**M1 wires**

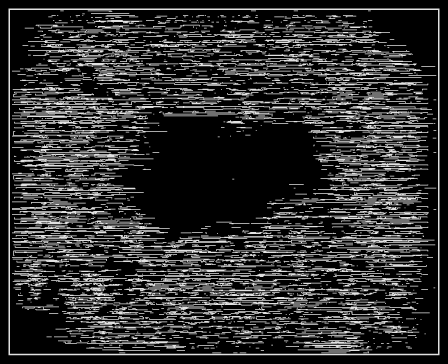
**The metal 2 layer**

Bar = 50 um. Cells faint in the background.
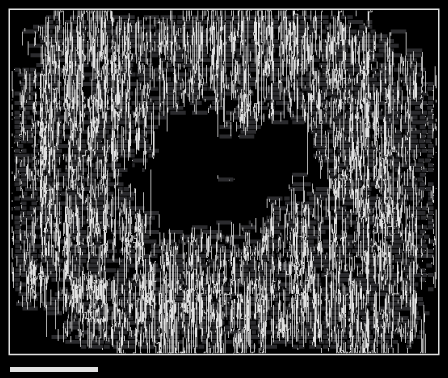
**Metal 3**

Bar = 50 um.
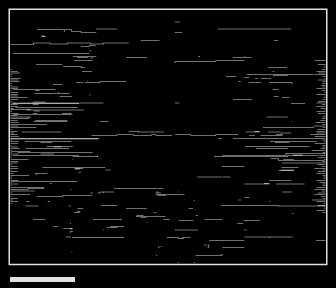
--- config.mk ---
export PLATFORM = sky130hd
export DESIGN_NAME = ndn_rx_packet_assembler
export DESIGN_NICKNAME = d
export VERILOG_FILES = /design/src/rtl/ndn_pkt_pkg.sv /design/src/rtl/ndn_rx_watchdog.sv /design/src/rtl/ndn_rx_packet_assembler.sv
export SDC_FILE = /design/constraint.sdc
export NUM_CORES = 1
export LEC_CHECK = 0
export CAP_MARGIN = 25
export CORE_ASPECT_RATIO = 0.8
export CORE_MARGIN = 2
export CORE_UTILIZATION = 54
export CTS_CLUSTER_SIZE = 14
export DETAILED_ROUTE_END_ITERATION = 16
export PLACE_DENSITY = 0.81
export RECOVER_POWER = 50
export SYNTH_ARGS = -nofsm -noshare
export SYNTH_HDL_FRONTEND = slang
export SYNTH_SLANG_ARGS = --single-unit
--- constraint.sdc ---
create_clock -name clk -period 2.5 [get_ports clk]
set_clock_uncertainty 0.05 [all_clocks]
set_input_delay 0.5 -clock clk [delete_from_list [all_inputs] [get_ports clk]]
set_output_delay 0.5 -clock clk [all_outputs]
set_load 0.01 [all_outputs]
--- src/rtl/ndn_pkt_pkg.sv ---
// Shared types and constants for the NDN receive packet assembler.
// Holds the assembly FSM encoding, meta-byte field positions and default geometry.
package ndn_pkt_pkg;

    typedef enum logic [1:0] {
        ST_IDLE     = 2'd0,
        ST_PREFIX   = 2'd1,
        ST_DATA     = 2'd2,
        ST_COMPLETE = 2'd3
    } asm_state_t;

    localparam int META_TYPE_BIT    = 6;
    localparam int META_LEN_MSB     = 5;
    localparam int DEF_PREFIX_BYTES = 8;
    localparam int DEF_DATA_BYTES   = 32;

    // Byte counter width: large enough for the longer of the two sections.
    function automatic int byte_cnt_width(input int prefix_bytes, input int data_bytes);
        int longest;
        longest = (prefix_bytes > data_bytes) ? prefix_bytes : data_bytes;
        if (longest < 2) longest = 2;
        return $clog2(longest);
    endfunction

endpackage

--- src/rtl/ndn_rx_watchdog.sv ---
// Inter-byte gap watchdog: counts idle cycles while a packet is being assembled and
// pulses expire on the cycle the gap reaches TIMEOUT_CYCLES.
module ndn_rx_watchdog #(
    parameter int TIMEOUT_CYCLES = 64
) (
    input  logic clk,
    input  logic rst,
    input  logic active,
    input  logic kick,
    output logic expire
);

    localparam int GAP_W = $clog2(TIMEOUT_CYCLES + 1);

    logic [GAP_W-1:0] gap_cnt;

    // gap_cnt holds the number of idle cycles already elapsed, so the current
    // idle cycle is the last allowed one when it equals TIMEOUT_CYCLES-1.
    assign expire = active & ~kick & (gap_cnt == GAP_W'(TIMEOUT_CYCLES - 1));

    always_ff @(posedge clk or negedge rst) begin
        if (!rst) begin
            gap_cnt <= '0;
        end else if (!active || kick || expire) begin
            gap_cnt <= '0;
        end else begin
            gap_cnt <= gap_cnt + 1'b1;
        end
    end

endmodule

--- src/rtl/ndn_rx_packet_assembler.sv ---
// Rebuilds NDN packets (meta, prefix, payload) from the SPI receive byte stream and
// holds one finished packet for the FIB lookup stage. Optional gap timeout: RX_TIMEOUT_EN.
module ndn_rx_packet_assembler
    import ndn_pkt_pkg::*;
#(
    parameter int PREFIX_BYTES   = DEF_PREFIX_BYTES,
    parameter int DATA_BYTES     = DEF_DATA_BYTES,
    parameter int CNT_W          = 8,
    parameter int TIMEOUT_CYCLES = 64
) (
    input  logic                    clk,
    input  logic                    rst,
    input  logic                    in_valid,
    input  logic                    in_sof,
    input  logic [7:0]              in_byte,
    output logic                    pkt_valid,
    input  logic                    pkt_ready,
    output logic                    pkt_is_interest,
    output logic [5:0]              pkt_prefix_len,
    output logic [PREFIX_BYTES*8-1:0] pkt_prefix,
    output logic [DATA_BYTES*8-1:0] pkt_data,
    output logic                    drop_pulse,
    output logic                    abort_pulse,
    output logic [CNT_W-1:0]        drop_count
);

    localparam int PW   = PREFIX_BYTES * 8;
    localparam int DW   = DATA_BYTES * 8;
    localparam int BC_W = byte_cnt_width(PREFIX_BYTES, DATA_BYTES);

    asm_state_t      state, state_d;
    logic [BC_W-1:0] byte_cnt;
    logic            meta_interest;
    logic [5:0]      meta_len;
    logic [PW-1:0]   prefix_sr;
    logic [DW-1:0]   data_sr;

    logic sof_in, take_meta, shift_prefix, shift_data, abort_d;
    logic prefix_last, data_last, wd_expire;
    logic complete, accept, out_load, drop_d;

    assign sof_in      = in_valid & in_sof;
    assign prefix_last = (byte_cnt == BC_W'(PREFIX_BYTES - 1));
    assign data_last   = (byte_cnt == BC_W'(DATA_BYTES - 1));
    assign accept      = pkt_valid & pkt_ready;
    assign complete    = (state == ST_COMPLETE);
    // A packet finishing while the FIB takes the held one replaces it without a drop.
    assign out_load    = complete & (~pkt_valid | accept);
    assign drop_d      = complete & pkt_valid & ~pkt_ready;

`ifdef RX_TIMEOUT_EN
    logic wd_active;
    assign wd_active = (state == ST_PREFIX) || (state == ST_DATA);

    ndn_rx_watchdog #(
        .TIMEOUT_CYCLES(TIMEOUT_CYCLES)
    ) u_watchdog (
        .clk   (clk),
        .rst   (rst),
        .active(wd_active),
        .kick  (in_valid),
        .expire(wd_expire)
    );
`else
    assign wd_expire = 1'b0;
`endif

    always_ff @(posedge clk or negedge rst) begin
        if (!rst) begin
            state <= ST_IDLE;
        end else begin
            // NOTE: state is sequential, so it takes a non-blocking assignment; the
            // combinational next-state block below uses blocking assignments instead.
            state <= state_d;
        end
    end

    always_comb begin
        // NOTE: every output of this block gets a default first so no path leaves a
        // signal unassigned, which would otherwise infer a latch.
        state_d      = state;
        take_meta    = 1'b0;
        shift_prefix = 1'b0;
        shift_data   = 1'b0;
        abort_d      = 1'b0;
        unique case (state)
            ST_IDLE: begin
                if (sof_in) begin
                    take_meta = 1'b1;
                    state_d   = ST_PREFIX;
                end
            end
            ST_PREFIX: begin
                if (sof_in) begin
                    abort_d   = 1'b1;
                    take_meta = 1'b1;
                    state_d   = ST_PREFIX;
                end else if (in_valid) begin
                    shift_prefix = 1'b1;
                    if (prefix_last) state_d = meta_interest ? ST_COMPLETE : ST_DATA;
                end else if (wd_expire) begin
                    abort_d = 1'b1;
                    state_d = ST_IDLE;
                end
            end
            ST_DATA: begin
                if (sof_in) begin
                    abort_d   = 1'b1;
                    take_meta = 1'b1;
                    state_d   = ST_PREFIX;
                end else if (in_valid) begin
                    shift_data = 1'b1;
                    if (data_last) state_d = ST_COMPLETE;
                end else if (wd_expire) begin
                    abort_d = 1'b1;
                    state_d = ST_IDLE;
                end
            end
            ST_COMPLETE: begin
                if (sof_in) begin
                    take_meta = 1'b1;
                    state_d   = ST_PREFIX;
                end else begin
                    state_d = ST_IDLE;
                end
            end
            default: state_d = ST_IDLE;
        endcase
    end

    // NOTE: the wide assembly and output registers are reset on purpose: interest
    // packets must present an all-zero payload and reset must leave nothing stale.
    always_ff @(posedge clk or negedge rst) begin
        if (!rst) begin
            byte_cnt      <= '0;
            meta_interest <= 1'b0;
            meta_len      <= '0;
            prefix_sr     <= '0;
            data_sr       <= '0;
        end else if (take_meta) begin
            byte_cnt      <= '0;
            meta_interest <= in_byte[META_TYPE_BIT];
            meta_len      <= in_byte[META_LEN_MSB:0];
            prefix_sr     <= '0;
            data_sr       <= '0;
        end else if (shift_prefix) begin
            prefix_sr <= {prefix_sr[PW-9:0], in_byte};
            byte_cnt  <= prefix_last ? '0 : byte_cnt + 1'b1;
        end else if (shift_data) begin
            data_sr  <= {data_sr[DW-9:0], in_byte};
            byte_cnt <= data_last ? '0 : byte_cnt + 1'b1;
        end
    end

    always_ff @(posedge clk or negedge rst) begin
        if (!rst) begin
            pkt_valid       <= 1'b0;
            pkt_is_interest <= 1'b0;
            pkt_prefix_len  <= '0;
            pkt_prefix      <= '0;
            pkt_data        <= '0;
            drop_pulse      <= 1'b0;
            abort_pulse     <= 1'b0;
            drop_count      <= '0;
        end else begin
            if (out_load) begin
                pkt_valid       <= 1'b1;
                pkt_is_interest <= meta_interest;
                pkt_prefix_len  <= meta_len;
                pkt_prefix      <= prefix_sr;
                pkt_data        <= data_sr;
            end else if (accept) begin
                pkt_valid <= 1'b0;
            end
            drop_pulse  <= drop_d;
            abort_pulse <= abort_d;
            if (drop_d && (drop_count != '1)) drop_count <= drop_count + 1'b1;
        end
    end

endmodule
==> run summary <==
flow finished, numbers: Comb power=roughly 2.7 mW, TritonCTS Buffers=61, Internal=~18 mW, # DRC=0, CTS tree=built, Crit Reg-Reg Startpoint=state[0], most numerous logic cell after layout=dfrtp_1, Psw=5.75 mW, grt total ovfl=0, Critical Path Fanout Max=21, NonClk Buf Share=13.5%, Area Growth Syn to Fin=26.0%, Power Sequential=11.5 mW, Mapped Cells=1666, Detail Placement HPWL=38400 um, Final TNS setup=0 ns, Commonest cells post-synth=dfrtp_1, mux2_2, a22o_1, nand2_1, buf_2, Post-CTS Setup Repair Bufs=0, final-report hold violation count=0, cell type with the largest total area=dfrtp_1, first-pass GRT wire length=around 94000 um, Max Freq=approximately 420 MHz, count of plain and timing-repair buffers=419, reg-to-reg slack, setup=0.14 ns, CTS sink count=672, Simple-Gate Fraction of Synth Area=between 4 and 5%, share of post-route cells with drive strength above 1=24.1%, final net count=2052, fraction of area in multi-input gates=23.6%, most frequent cells in the layout=dfrtp_1, clkdlybuf4s50_1, mux2_2, Net Sw Frac=24.2%, Critical Setup Path Class=register to register, Syn Area/Cell=14.9 um^2, sequential share of power=48.6%, final core utilization=about 69%, placed inst area=29400 um^2, Inverters=2, Top logic family=multiplexers, clock buf count=88, Clk Latency, worst-skew pair=0.61 ns, fin crit period=2.36 ns, Setup crit start kind=register, maximum root-to-sink buffer count=3, dpl cells=2579, post-route cell area=31300 um^2, P_leak=15.5 nW, status=complete, no violations, flop count=672, final std cells w/o fill=2690, count leader, synth=dfrtp_1, Final Cycle Share=94.2%, Multi-In Gates=875, Well Taps=612, Logic pwr share=11.2%, RSZ-0062 raised after global routing=no, Max-Cap Viols=0, vias in the first global route=16100, CP startpoint=state[0], count of input and output buffers=around 350, Final WS setup=around 0.14 ns, worst rel slew slack=13.5%, largest net degree at the start of global routing=approximately 69, clock share of power=40.2%
About 'M1 wires':
share of all routed wire	44%
nets with wire on the layer	1854
DR vias: 15500
Routed WL: 58400 um
met1 usage: 35.8%

About 'the metal 2 layer':
nets with wire on the layer	1916
longest straight run	54.2 um
GR Util met2: 38.7%

About 'metal 3':
share of all routed wire	6.8%
wire length on this layer	3940 um
longest straight run	71.1 um
main direction	horizontal
nets with wire on the layer	258

critical path, cell delays in order, from the launching register on:
cell	delay, ns
dfrtp_1	0.40
ha_1	0.28
nand2_4	0.11
clkbuf_2	0.63
clkbuf_2	0.38
mux2_2	0.37
metal layers:
layer	routed length [um]	part of all wire, %	vias up	global-route usage (%)
met4	1160	2.0	0	6.28
li1	-	-	6748	-
met1	25500	44	8196	35.8
met5	0	0	-	0
met3	3940	6.8	80	5.54
met2	27800	48	506	38.7
worst max-delay path by stage:
stage	cells past startpoint	slack (ns)	endpoint
2_1_floorplan	7	0.71	byte_cnt[0]
3_3_place_gp	5	0.22	data_sr[191]
3_5_place_dp	6	0.16	prefix_sr[55]
4_1_cts	1	0.23	drop_count[3]
5_1_grt	5	0.08	pkt_data[51]
6_report	5	0.14	pkt_data[49]
Power is estimated from default activity; no workload was simulated.
